$ cat src/rtl/mdu_pkg.sv
// Types and defaults shared by the execute-stage multicycle units
// (seq_divider, mult_controller).
package mdu_pkg;
  localparam int MDU_WIDTH = 32;

  typedef enum logic [1:0] {
    IDLE = 2'b00,
    RUN  = 2'b01,
    DONE = 2'b10
  } mdu_state_e;

  // Per-operation result fixup flags, captured when a start is accepted
  typedef struct packed {
    logic q_neg;
    logic r_neg;
    logic dbz;
  } div_sign_t;
endpackage

$ cat src/rtl/div_datapath.sv
// Restoring-divider datapath: operand magnitudes, remainder/quotient shift
// registers, compare-subtract, bit counter and final sign fixup.
module div_datapath
  import mdu_pkg::*;
#(
  parameter int WIDTH = MDU_WIDTH
) (
  input  logic             clk,
  input  logic             reset,
  input  logic             load,
  input  logic             run,
  input  logic             d_signed,
  input  logic [WIDTH-1:0] src_a,
  input  logic [WIDTH-1:0] src_b,
  output logic             count_zero,
  output logic [WIDTH-1:0] quotient,
  output logic [WIDTH-1:0] remainder,
  output logic             div_by_zero
);
  localparam int CW = $clog2(WIDTH);

  logic [WIDTH-1:0] dvd, dvs;
  logic [WIDTH:0]   rem;
  logic [CW-1:0]    cnt;
  logic             steps_done;
  div_sign_t        sgn;

  logic             a_neg, b_neg, b_zero, q_bit;
  logic [WIDTH-1:0] a_mag, b_mag, fix_q, fix_r;
  logic [WIDTH:0]   rem_sh, diff;

  always_comb begin
    a_neg  = d_signed & src_a[WIDTH-1];
    b_neg  = d_signed & src_b[WIDTH-1];
    a_mag  = a_neg ? (~src_a + 1'b1) : src_a;
    b_mag  = b_neg ? (~src_b + 1'b1) : src_b;
    b_zero = (src_b == '0);
    rem_sh = {rem[WIDTH-1:0], dvd[WIDTH-1]};
    diff   = rem_sh - {1'b0, dvs};
    q_bit  = ~diff[WIDTH];
    fix_q  = sgn.dbz ? '1  : (sgn.q_neg ? (~dvd + 1'b1) : dvd);
    fix_r  = sgn.dbz ? dvd : (sgn.r_neg ? (~rem[WIDTH-1:0] + 1'b1) : rem[WIDTH-1:0]);
  end

  assign count_zero = steps_done;

  always_ff @(posedge clk or posedge reset) begin
    if (reset) begin
      dvd         <= '0;
      dvs         <= '0;
      rem         <= '0;
      cnt         <= '0;
      steps_done  <= 1'b0;
      sgn         <= '0;
      quotient    <= '0;
      remainder   <= '0;
      div_by_zero <= 1'b0;
    end else if (load) begin
      // Divide-by-zero skips iteration but still takes the fixup cycle,
      // keeping the raw dividend in dvd so it becomes the remainder.
      dvs         <= b_mag;
      rem         <= '0;
      cnt         <= CW'(WIDTH - 1);
      quotient    <= '0;
      remainder   <= '0;
      div_by_zero <= b_zero;
      if (b_zero) begin
        dvd        <= src_a;
        sgn        <= '{q_neg: 1'b0, r_neg: 1'b0, dbz: 1'b1};
        steps_done <= 1'b1;
      end else begin
        dvd        <= a_mag;
        sgn        <= '{q_neg: a_neg ^ b_neg, r_neg: a_neg, dbz: 1'b0};
        steps_done <= 1'b0;
      end
    end else if (run) begin
      if (!steps_done) begin
        rem <= q_bit ? diff : rem_sh;
        dvd <= {dvd[WIDTH-2:0], q_bit};
        if (cnt == '0) steps_done <= 1'b1;
        else           cnt        <= cnt - 1'b1;
      end else begin
        quotient  <= fix_q;
        remainder <= fix_r;
      end
    end
  end
endmodule

$ cat src/rtl/seq_divider.sv
// Iterative restoring divider (DIV/DIVU/REM/REMU): FSM and start/ready/done
// handshake around div_datapath.
module seq_divider
  import mdu_pkg::*;
#(
  parameter int WIDTH = MDU_WIDTH
) (
  input  logic             clk,
  input  logic             reset,
  input  logic             start,
  input  logic             d_signed,
  input  logic [WIDTH-1:0] src_a,
  input  logic [WIDTH-1:0] src_b,
  output logic             ready,
  output logic             done,
  output logic [WIDTH-1:0] quotient,
  output logic [WIDTH-1:0] remainder,
  output logic             div_by_zero
);
  mdu_state_e state_q, state_d;
  logic       accept, count_zero;

  assign ready  = !reset && (state_q == IDLE || state_q == DONE);
  assign accept = start && ready;
  assign done   = (state_q == DONE);

  always_ff @(posedge clk or posedge reset) begin
    if (reset) state_q <= IDLE;
    else       state_q <= state_d;
  end

  always_comb begin
    state_d = state_q;
    case (state_q)
      IDLE, DONE: if (accept) state_d = RUN;
      RUN:        if (count_zero) state_d = DONE;
      default:    state_d = IDLE;
    endcase
  end

  div_datapath #(.WIDTH(WIDTH)) u_dp (
    .clk         (clk),
    .reset       (reset),
    .load        (accept),
    .run         (state_q == RUN),
    .d_signed    (d_signed),
    .src_a       (src_a),
    .src_b       (src_b),
    .count_zero  (count_zero),
    .quotient    (quotient),
    .remainder   (remainder),
    .div_by_zero (div_by_zero)
  );
endmodule

$ cat config.mk
export PLATFORM = sky130hd
export DESIGN_NAME = seq_divider
export DESIGN_NICKNAME = d
export VERILOG_FILES = /design/src/rtl/mdu_pkg.sv /design/src/rtl/div_datapath.sv /design/src/rtl/seq_divider.sv
export SDC_FILE = /design/constraint.sdc
export NUM_CORES = 1
export LEC_CHECK = 0
export ABC_AREA = 1
export ABC_CLOCK_PERIOD_IN_PS = 8000
export CAP_MARGIN = 20
export CORE_MARGIN = 4
export CORE_UTILIZATION = 55
export DETAILED_ROUTE_END_ITERATION = 8
export HOLD_SLACK_MARGIN = 0.08
export PLACE_DENSITY = 0.73
export SLEW_MARGIN = 20
export SYNTH_ARGS = -nofsm -noshare
export SYNTH_HDL_FRONTEND = slang
export SYNTH_SLANG_ARGS = --single-unit
$ cat constraint.sdc
create_clock -name clk -period 8 [get_ports clk]
set_input_delay 1.6 -clock clk [delete_from_list [all_inputs] [get_ports clk]]
set_output_delay 1.6 -clock clk [all_outputs]
set_load 0.05 [all_outputs]
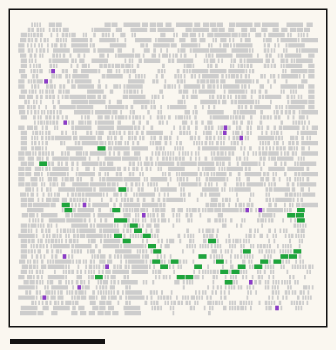
Figure 1: gate-type map.
The bar under the picture is 50 microns long.
[fa/ha/maj cells] green | cells: 39 | most used: ha_1 | where: a horizontal strip, bottom
[and/or cells] purple | cells: 16 | most used: or2_2 | where: all over the die

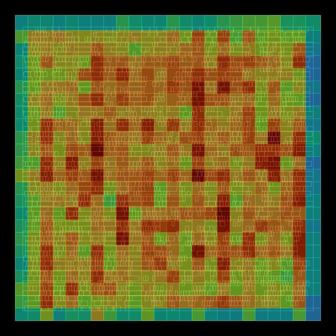
Figure 2: congestion heat map.
M1 GR Usage: 48.12%
met3 usage: 5.452%
gr usage total: 32.86%

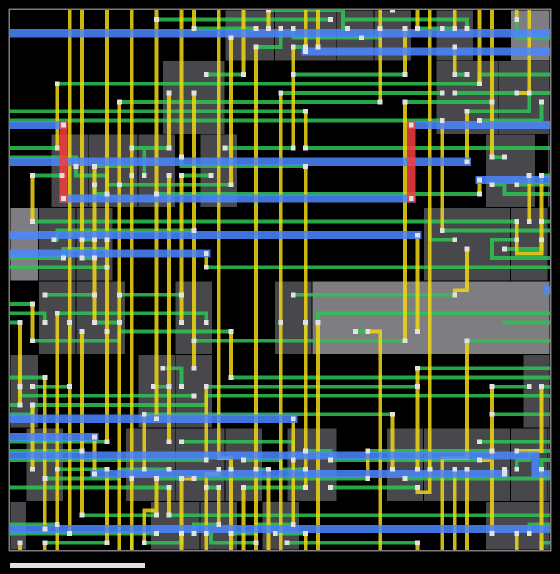
Figure 3: zoomed window.
The bar under the picture is 5 microns long. Region (73, 107) to (93, 127) microns. Cells in gray, sequential cells in the stronger gray; small squares are vias.
[metal 1] green
[metal 4] red
[metal 2] yellow
[metal 3] blue
cells with their middle in the window: 37
sequential cells in the window: 1
netlist names of flops here include: `u_dp.remainder` (1)
most frequent: nand2_1 (8)

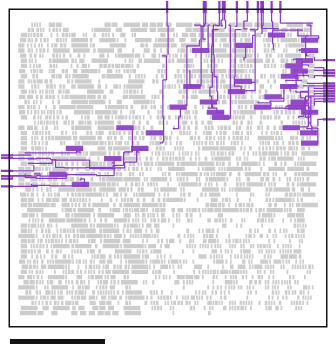
Figure 4: nets reached from selected ports.
The bar under the picture is 50 microns long.
[`remainder`] purple | direction: output | edge: 13 right, 13 top, 6 left | end cells: 32 | buffers: 32 | wire: 1440 microns

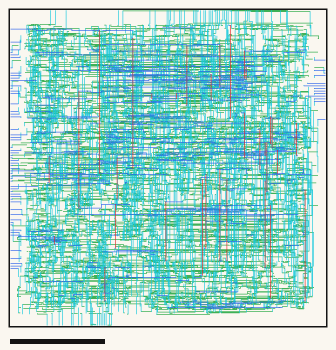
Figure 5: wiring by layer.
The bar under the picture is 50 microns long.
[metal 1] green | wire length: 21.2 mm
[metal 2] cyan | wire length: 20.7 mm
[metal 4] red | wire length: 934 microns
[metal 3] blue | wire length: 4110 microns
Routed WL per cell: 17.70 microns
DR vias: 15240
drt total wl: 46900 microns

-- stage by stage --
stage	hold WS (ps)	total power [mW]	utilization, %
final	479.5	7.905	64.90
after global routing	503.0	8.569	64.90
after CTS	483.9	7.811	64.89
after detailed placement	465.3	6.919	62.41
after global placement	462.3	6.823	62.41
after floorplan	448.9	5.452	-
-- how the worst min path moves through the flow --
stage / start / endpoint / slack [ps] / cells past startpoint
after global placement: u_dp.quotient[0]$_DFFE_PP0P_ / u_dp.quotient[0]$_DFFE_PP0P_ / 460 / 2
final: u_dp.remainder[22]$_DFFE_PP0P_ / u_dp.remainder[22]$_DFFE_PP0P_ / 480 / 2
after floorplan: u_dp.dvs[31]$_DFFE_PP0P_ / u_dp.dvs[31]$_DFFE_PP0P_ / 450 / 2
after global routing: u_dp.quotient[0]$_DFFE_PP0P_ / u_dp.quotient[0]$_DFFE_PP0P_ / 500 / 2
after CTS: u_dp.quotient[0]$_DFFE_PP0P_ / u_dp.quotient[0]$_DFFE_PP0P_ / 480 / 2
after detailed placement: u_dp.remainder[22]$_DFFE_PP0P_ / u_dp.remainder[22]$_DFFE_PP0P_ / 470 / 2
-- state kept, by name, summed over array words and instances, names as in the netlist --
name	flops
u_dp.rem	32
state_q	2
u_dp.count_zero	1
u_dp.div_by_zero	1
u_dp.quotient	32
u_dp.dvs	32
u_dp.cnt	5
u_dp.remainder	32
u_dp.sgn	2
u_dp.dvd	32
-- logic make-up (layout without fill, tap and decap cells) --
logic type,after synthesis,count (layout),synth area share [%]
buffers and inverters,393,494,11.15
AND-OR/OR-AND,267,267,11.18
flip-flops,171,171,30.81
AND/OR/NAND/NOR,1312,1312,40.57
adder cells (fa/ha/maj),39,39,3.568
XOR/XNOR,43,43,2.712
==> results.sh <==
# implementation run metrics
export IMPL_io_pins=135
export IMPL_dp_hpwl_microns=36100
export IMPL_crit_family="buffers and inverters"
export IMPL_swShare_pct=57.03
export IMPL_p_per_area_nw_per_um2=495.0
export IMPL_cts_buffers=17
export IMPL_crit_chain="clkdlybuf4s50_1, nor2_1, clkdlybuf4s50_1"
export IMPL_powerSeq_mw=1.68
export IMPL_clkPwrFrac_pct=11.0
export IMPL_top_layer="met4"
export IMPL_crit_cells=3
export IMPL_cts_sinks=171
export IMPL_top_area_cell="dfrtp_1"
export IMPL_path_buffers=2
export IMPL_busiest_layer="met2"
export IMPL_finalClockPeriodUsage_pct=58.71
export IMPL_antenna_found_initial=0
export IMPL_synth_edff_count=0
export IMPL_flops=171
export IMPL_combPwrFrac_pct=67.8
export IMPL_critPathLaunch="reset"
export IMPL_chipWidth_microns=166.9
export IMPL_drive_above_1_share_pct=4.600
export IMPL_avgSynthCellArea_sq_um=6.241
export IMPL_min_path_type="reg -> reg"
export IMPL_p_leak_nw=8.297
export IMPL_p_int_mw=3.397
export IMPL_die_y_microns=166.9
export IMPL_maxCapViolCount=0
export IMPL_power_leader="combinational logic"
export IMPL_area_growth_pct=14.99
export IMPL_period_needed_ps=4697
export IMPL_clk_latency_ps=450
export IMPL_grt_pass1_wl_microns=74200
export IMPL_grt_pass1_vias=14050
export IMPL_ys_seq_elements=171
export IMPL_worst_pin_slew_ps=1120
export IMPL_worst_setup_path_start_kind="input port"
export IMPL_route_met3_wl_microns=4107
export IMPL_ant_nets=0
export IMPL_first_iter_violations=1970
export IMPL_ys_cells=2225
export IMPL_top_cell_area_share_pct=30.81
export IMPL_buf_share_pct=8.799
export IMPL_grt_max_degree=95
export IMPL_design_area_sq_um=15970
export IMPL_netlist_instances=2225
export IMPL_critical_path_class="in -> out"
export IMPL_grt_met2_usage_pct=50.95
export IMPL_inv_count=320
export IMPL_cp_arrival_ps=3100
export IMPL_endpoint_kind="output port"
export IMPL_clock_skew_ps=26.57
export IMPL_sh_seq_area_pct=26.80
export IMPL_crit_required_ps=6400
export IMPL_slew_headroom_pct=25.20
export IMPL_lay_top_count="nand2_1"
export IMPL_yosys_area_sq_um=13890
export IMPL_placed_area_sq_um=15360
export IMPL_max_freq_mhz=212.9
export IMPL_hold_buffers=0
export IMPL_top_cell="nand2_1"
export IMPL_cts_max_path_buffers=2
export IMPL_die_area_sq_um=27860
export IMPL_vias_per_cell=5.751
export IMPL_log_warning_count=27
export IMPL_status="completed"
export IMPL_comb_cells=1661
export IMPL_antennaDiodeCount=0
export IMPL_netlist_area_sq_um=13890
export IMPL_async_reset_ff_share_pct=100.0
export IMPL_r2r_setup_slack_ps=4120
export IMPL_irDropWorstVdd_mv=0.3533
export IMPL_yosysSeqAreaShare_pct=30.81
export IMPL_finalHoldViolCount=0
export IMPL_place_congestion=0.9604
export IMPL_top_cells_by_area="dfrtp_1, nand2_1, nand3_1"
export IMPL_drc=0
Power is estimated from default activity; no workload was simulated.
